==> config.mk <==
export PLATFORM = sky130hd
export DESIGN_NAME = watch_set_ctrl
export DESIGN_NICKNAME = d
export VERILOG_FILES = /design/src/rtl/watch_pkg.sv /design/src/rtl/watch_month_len.sv /design/src/rtl/watch_set_ctrl.sv
export SDC_FILE = /design/constraint.sdc
export NUM_CORES = 1
export LEC_CHECK = 0
export CAP_MARGIN = 15
export CORE_ASPECT_RATIO = 0.75
export CORE_MARGIN = 2
export CORE_UTILIZATION = 47
export CTS_CLUSTER_SIZE = 20
export DETAILED_ROUTE_END_ITERATION = 10
export PLACE_DENSITY = 0.76
export SLEW_MARGIN = 20
export SYNTH_ARGS = -nofsm -noshare
export SYNTH_HDL_FRONTEND = slang
export SYNTH_HIERARCHICAL = 1
export SYNTH_SLANG_ARGS = --single-unit
==> constraint.sdc <==
create_clock -name clk -period 4.1 [get_ports clk]
set_input_delay 1.23 -clock clk [delete_from_list [all_inputs] [get_ports clk]]
set_output_delay 1.23 -clock clk [all_outputs]
set_load 0.1 [all_outputs]
==> src/rtl/watch_pkg.sv <==
// Shared constants for the watch time-setting controller: field indices, ranges, FSM encoding,
// bit offsets of each field in the 48-bit time vector, and the range-aware inc/dec helper.
package watch_pkg;

    typedef logic [47:0] time_vec_t;

    localparam logic [2:0] FLD_YEAR  = 3'd0;
    localparam logic [2:0] FLD_MONTH = 3'd1;
    localparam logic [2:0] FLD_DAY   = 3'd2;
    localparam logic [2:0] FLD_HOUR  = 3'd3;
    localparam logic [2:0] FLD_MIN   = 3'd4;
    localparam logic [2:0] FLD_SEC   = 3'd5;
    localparam logic [2:0] FLD_NONE  = 3'd7;

    localparam logic [7:0] YEAR_MIN  = 8'd0;
    localparam logic [7:0] YEAR_MAX  = 8'd255;
    localparam logic [7:0] MONTH_MIN = 8'd1;
    localparam logic [7:0] MONTH_MAX = 8'd12;
    localparam logic [7:0] DAY_MIN   = 8'd1;
    localparam logic [7:0] HOUR_MIN  = 8'd0;
    localparam logic [7:0] HOUR_MAX  = 8'd23;
    localparam logic [7:0] MIN_MIN   = 8'd0;
    localparam logic [7:0] MIN_MAX   = 8'd59;
    localparam logic [7:0] SEC_MIN   = 8'd0;
    localparam logic [7:0] SEC_MAX   = 8'd59;

    // Edit states are contiguous so that state+1 is the next field and state-1 is its index.
    localparam logic [2:0] ST_IDLE    = 3'd0;
    localparam logic [2:0] ST_E_YEAR  = 3'd1;
    localparam logic [2:0] ST_E_MONTH = 3'd2;
    localparam logic [2:0] ST_E_DAY   = 3'd3;
    localparam logic [2:0] ST_E_HOUR  = 3'd4;
    localparam logic [2:0] ST_E_MIN   = 3'd5;
    localparam logic [2:0] ST_E_SEC   = 3'd6;
    localparam logic [2:0] ST_COMMIT  = 3'd7;

    localparam int OFS_YEAR  = 40;
    localparam int OFS_MONTH = 32;
    localparam int OFS_DAY   = 24;
    localparam int OFS_HOUR  = 16;
    localparam int OFS_MIN   = 8;
    localparam int OFS_SEC   = 0;

    // An out-of-range value snaps to the near end of the range for the direction pressed.
    function automatic logic [7:0] fld_step(input logic [7:0] v, input logic [7:0] lo,
                                            input logic [7:0] hi, input logic up);
        if (v < lo || v > hi)
            return up ? lo : hi;
        if (up)
            return (v == hi) ? lo : v + 8'd1;
        return (v == lo) ? hi : v - 8'd1;
    endfunction

endpackage

==> src/rtl/watch_month_len.sv <==
// Month length lookup (no leap years); an illegal month yields 0.
module watch_month_len (
    input  logic [7:0] month,
    output logic [7:0] maxday
);
    always_comb begin
        maxday = 8'd0;
        case (month)
            8'd1, 8'd3, 8'd5, 8'd7, 8'd8, 8'd10, 8'd12: maxday = 8'd31;
            8'd2:                                       maxday = 8'd28;
            8'd4, 8'd6, 8'd9, 8'd11:                    maxday = 8'd30;
            default:                                    maxday = 8'd0;
        endcase
    end
endmodule

==> src/rtl/watch_set_ctrl.sv <==
// Button-driven date/time setting FSM: captures the live time, edits it field by field,
// and loads it back into the counter with a one-cycle set_time strobe.
module watch_set_ctrl
    import watch_pkg::*;
#(
    parameter int         TIMEOUT_SEC = 30,
    parameter logic [7:0] RST_YEAR    = 8'd21,
    parameter logic [7:0] RST_MONTH   = 8'd5,
    parameter logic [7:0] RST_DAY     = 8'd30
) (
    input  logic        clk,
    input  logic        rst,
    input  logic        clk1sec,
    input  logic        btn_mode,
    input  logic        btn_inc,
    input  logic        btn_dec,
    input  logic        btn_cancel,
    input  logic [47:0] cur_time,
    output logic [47:0] bin_time,
    output logic        set_time,
    output logic        editing,
    output logic [2:0]  edit_field,
    output logic        blink
);
    localparam logic [7:0] TMO_LAST = 8'(TIMEOUT_SEC - 1);

    logic [2:0]  r_state;
    time_vec_t   r_shadow;
    logic        r_set;
    logic        r_editing;
    logic [2:0]  r_fld;
    logic        r_blink;
    logic [7:0]  r_tmo;

    logic        w_any_btn;
    logic        w_timeout;
    logic [7:0]  w_month_next;
    logic [7:0]  w_maxday_cur;
    logic [7:0]  w_maxday_next;
    time_vec_t   w_edit_val;

    assign w_any_btn    = btn_mode | btn_inc | btn_dec;
    assign w_timeout    = !w_any_btn && clk1sec && (r_tmo == TMO_LAST);
    assign w_month_next = fld_step(r_shadow[OFS_MONTH +: 8], MONTH_MIN, MONTH_MAX, btn_inc);

    watch_month_len u_len_cur (
        .month  (r_shadow[OFS_MONTH +: 8]),
        .maxday (w_maxday_cur)
    );

    watch_month_len u_len_next (
        .month  (w_month_next),
        .maxday (w_maxday_next)
    );

    always_comb begin
        w_edit_val = r_shadow;
        case (r_state)
            ST_E_YEAR:  w_edit_val[OFS_YEAR +: 8] =
                            fld_step(r_shadow[OFS_YEAR +: 8], YEAR_MIN, YEAR_MAX, btn_inc);
            ST_E_MONTH: begin
                w_edit_val[OFS_MONTH +: 8] = w_month_next;
                if (r_shadow[OFS_DAY +: 8] > w_maxday_next)
                    w_edit_val[OFS_DAY +: 8] = w_maxday_next;
            end
            ST_E_DAY:   w_edit_val[OFS_DAY +: 8] =
                            fld_step(r_shadow[OFS_DAY +: 8], DAY_MIN, w_maxday_cur, btn_inc);
            ST_E_HOUR:  w_edit_val[OFS_HOUR +: 8] =
                            fld_step(r_shadow[OFS_HOUR +: 8], HOUR_MIN, HOUR_MAX, btn_inc);
            ST_E_MIN:   w_edit_val[OFS_MIN +: 8] =
                            fld_step(r_shadow[OFS_MIN +: 8], MIN_MIN, MIN_MAX, btn_inc);
            ST_E_SEC:   w_edit_val[OFS_SEC +: 8] =
                            fld_step(r_shadow[OFS_SEC +: 8], SEC_MIN, SEC_MAX, btn_inc);
            default:    w_edit_val = r_shadow;
        endcase
    end

    always_ff @(posedge clk) begin
        if (rst) begin
            r_state   <= ST_IDLE;
            r_shadow  <= {RST_YEAR, RST_MONTH, RST_DAY, 24'd0};
            r_set     <= 1'b0;
            r_editing <= 1'b0;
            r_fld     <= FLD_NONE;
            r_blink   <= 1'b0;
            r_tmo     <= 8'd0;
        end else begin
            r_set <= 1'b0;
            case (r_state)
                ST_IDLE: begin
                    if (btn_mode) begin
                        r_shadow  <= cur_time;
                        r_state   <= ST_E_YEAR;
                        r_editing <= 1'b1;
                        r_fld     <= FLD_YEAR;
                        r_tmo     <= 8'd0;
                        r_blink   <= 1'b0;
                    end
                end
                ST_COMMIT: r_state <= ST_IDLE;
                default: begin
                    if (btn_cancel || w_timeout) begin
                        r_state   <= ST_IDLE;
                        r_editing <= 1'b0;
                        r_fld     <= FLD_NONE;
                        r_tmo     <= 8'd0;
                        r_blink   <= 1'b0;
                    end else if (btn_mode) begin
                        r_state <= r_state + 3'd1;
                        r_tmo   <= 8'd0;
                        if (r_state == ST_E_SEC) begin
                            r_set     <= 1'b1;
                            r_editing <= 1'b0;
                            r_fld     <= FLD_NONE;
                            r_blink   <= 1'b0;
                        end else begin
                            r_fld <= r_state;
                            if (clk1sec)
                                r_blink <= ~r_blink;
                        end
                    end else if (btn_inc || btn_dec) begin
                        // inc+dec together is activity only; the field is left alone.
                        r_tmo   <= 8'd0;
                        r_blink <= 1'b1;
                        if (btn_inc ^ btn_dec)
                            r_shadow <= w_edit_val;
                    end else if (clk1sec) begin
                        r_tmo   <= r_tmo + 8'd1;
                        r_blink <= ~r_blink;
                    end
                end
            endcase
        end
    end

    assign bin_time   = r_shadow;
    assign set_time   = r_set;
    assign editing    = r_editing;
    assign edit_field = r_fld;
    assign blink      = r_blink;

endmodule

Run 1, metal 1:
Bar = 50 um.
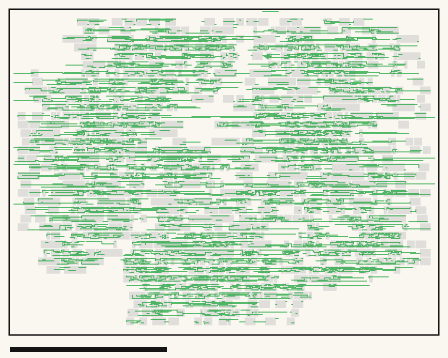
wire length on this layer: 8910 um
share of all routed wire: 49%
longest straight run: 36.3 um
nets with wire on the layer: 912

Run 1, signal wires on met2:
Bar = 50 um.
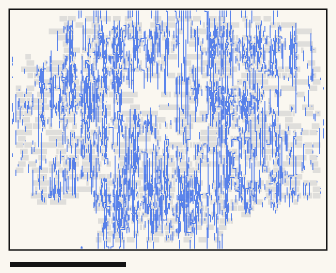
nets with wire on the layer: 793
longest straight run: 34.5 um
main direction: vertical

==> run summary, run 1 <==
yosys + openroad results -> Clk power 0.000910 W, CP Max Fanout 6, I/O Pins 109, Area Growth Syn to Fin 23.53%, 1st-pass router iterations 6, met2 wire len 7482 um, MUX area fraction 0.3460%, Register Area 1311 um2, adder share 8.752%, # Cells Yosys 858, HP Class flop to flop, Tapcells 171, number of cells after detailed placement 1094, Root Driver clkbuf_16, worst setup path endpoint bin_time[28], Worst R2R End bin_time[28], Post-Route Utilization 58.95%, Setup Skew 0.006609 ns, buffering overhead 14.73%, critical path class input port to flop, Clock Power Share 30.5%, synth unique cells 79, top cells by area dfxtp_1, ha_1, a21oi_1, WP depth 15, outcome completed, DP HPWL 12920 um, Layout Cells excl Fill 1110, Logic cell area 4431 um2, Top cell area share 21.17%, Flop pwr share 27.7%
Run 1, the metal 3 layer:
Bar = 50 um.
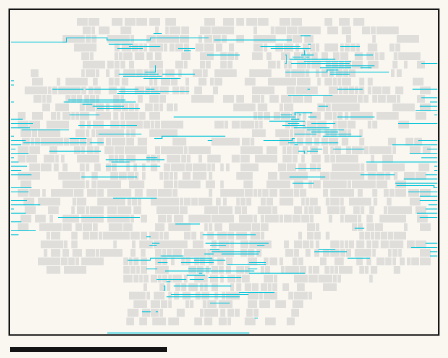
share of all routed wire: 9.1%
nets with wire on the layer: 146
longest straight run: 44.9 um

Run 1, metal 4:
Bar = 50 um.
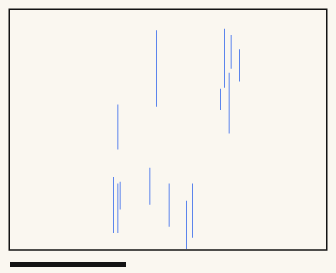
longest straight run: 32.6 um
share of all routed wire: 1.5%
main direction: vertical
Post-Route WL: 18320 um
vias: 6755

Run 1, congestion heat map:
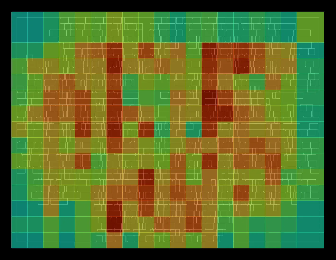

--- run 2 (diff from run 1) ---
- CORE_UTILIZATION: 47 -> 49
- PLACE_DENSITY: 0.76 -> 0.79
Run 2, congestion heat map:
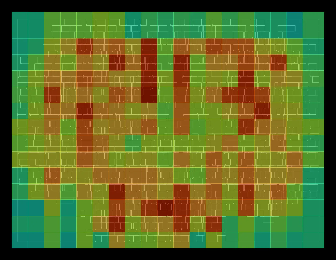
routed wire length per instance: 16.57 um
layer with the highest usage: met1
met1 Use GR: 40.83%
grt met3 use: 6.938%

Run 2, metal 1:
Bar = 50 um.
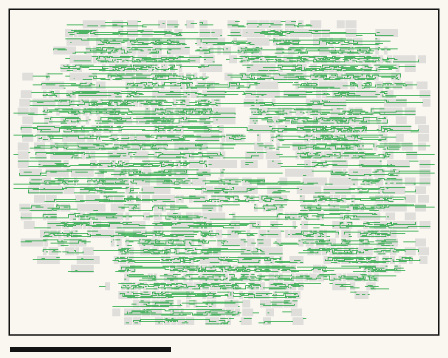
longest straight run: 40.5 um
nets with wire on the layer: 922
Post-Route WL: 18310 um
vias: 6767

Run 2, signal wires on met2:
Bar = 50 um.
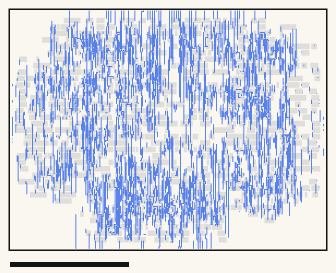
nets with wire on the layer: 814
share of all routed wire: 42%
longest straight run: 34.7 um

==> run summary, run 2 <==
yosys + openroad results -> outcome completed, DP HPWL 13060 um, WP depth 16, number of cells after detailed placement 1089, Tapcells 166, AND/OR/NAND/NOR Cells, Area Fraction 27.62%, critical path class input port to flop, Root Driver clkbuf_16, Worst R2R End bin_time[25], Logic cell area 4431 um2, buffering overhead 14.92%, Setup Skew 0.005378 ns, CTS resizes 0, worst setup path endpoint bin_time[25], I/O Pins 109, Flop pwr share 29.5%, CTS Sinks 65, Register Area 1314 um2, Top cell area share 21.17%, HP Class flop to flop, CP Max Fanout 6, Post-Route Utilization 61.28%, met2 wire len 7614 um, 1st-pass router iterations 5, adder share 8.752%, crit-path most repeated cell a21oi_1, number of logic gates 690, Area Growth Syn to Fin 22.23%, # Cells Yosys 858, Layout Cells excl Fill 1105, Slew HR 34.71%, drt first-iter violations 700
--- run 3 (diff from run 2) ---
- TNS_END_PERCENT: default -> 1
Run 3, metal 4:
Bar = 50 um.
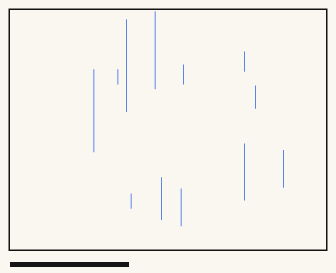
share of all routed wire: 1.2%
wire length on this layer: 217 um
longest straight run: 38.8 um
main direction: vertical
nets with wire on the layer: 10

Run 3, metal 1:
Bar = 50 um.
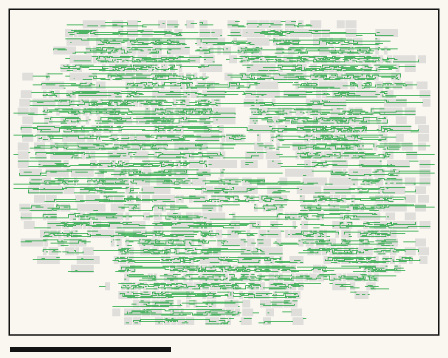

==> run summary, run 3 <==
yosys + openroad results -> Area Growth Syn to Fin 22.23%, number of cells after detailed placement 1089, top cells by area dfxtp_1, ha_1, a21oi_1, met2 wire len 7614 um, DP HPWL 13060 um, outcome completed, Top cell area share 21.17%, number of logic gates 690, Tapcells 166, CTS resizes 0, # Cells Yosys 858, Clock Power Share 25.7%, MUX area fraction 0.3460%, Layout Cells excl Fill 1105, Post-Route Utilization 61.28%, drt first-iter violations 700, critical path class input port to flop, Flop pwr share 29.5%, synth unique cells 79, Slew HR 34.71%
Run 3, signal wires on met2:
Bar = 50 um.
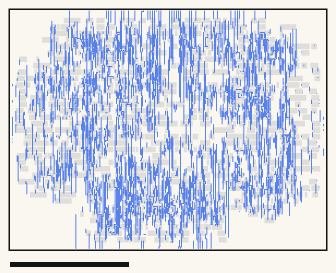
M2 GR Usage: 39.33%

Power is estimated from default activity; no workload was simulated.
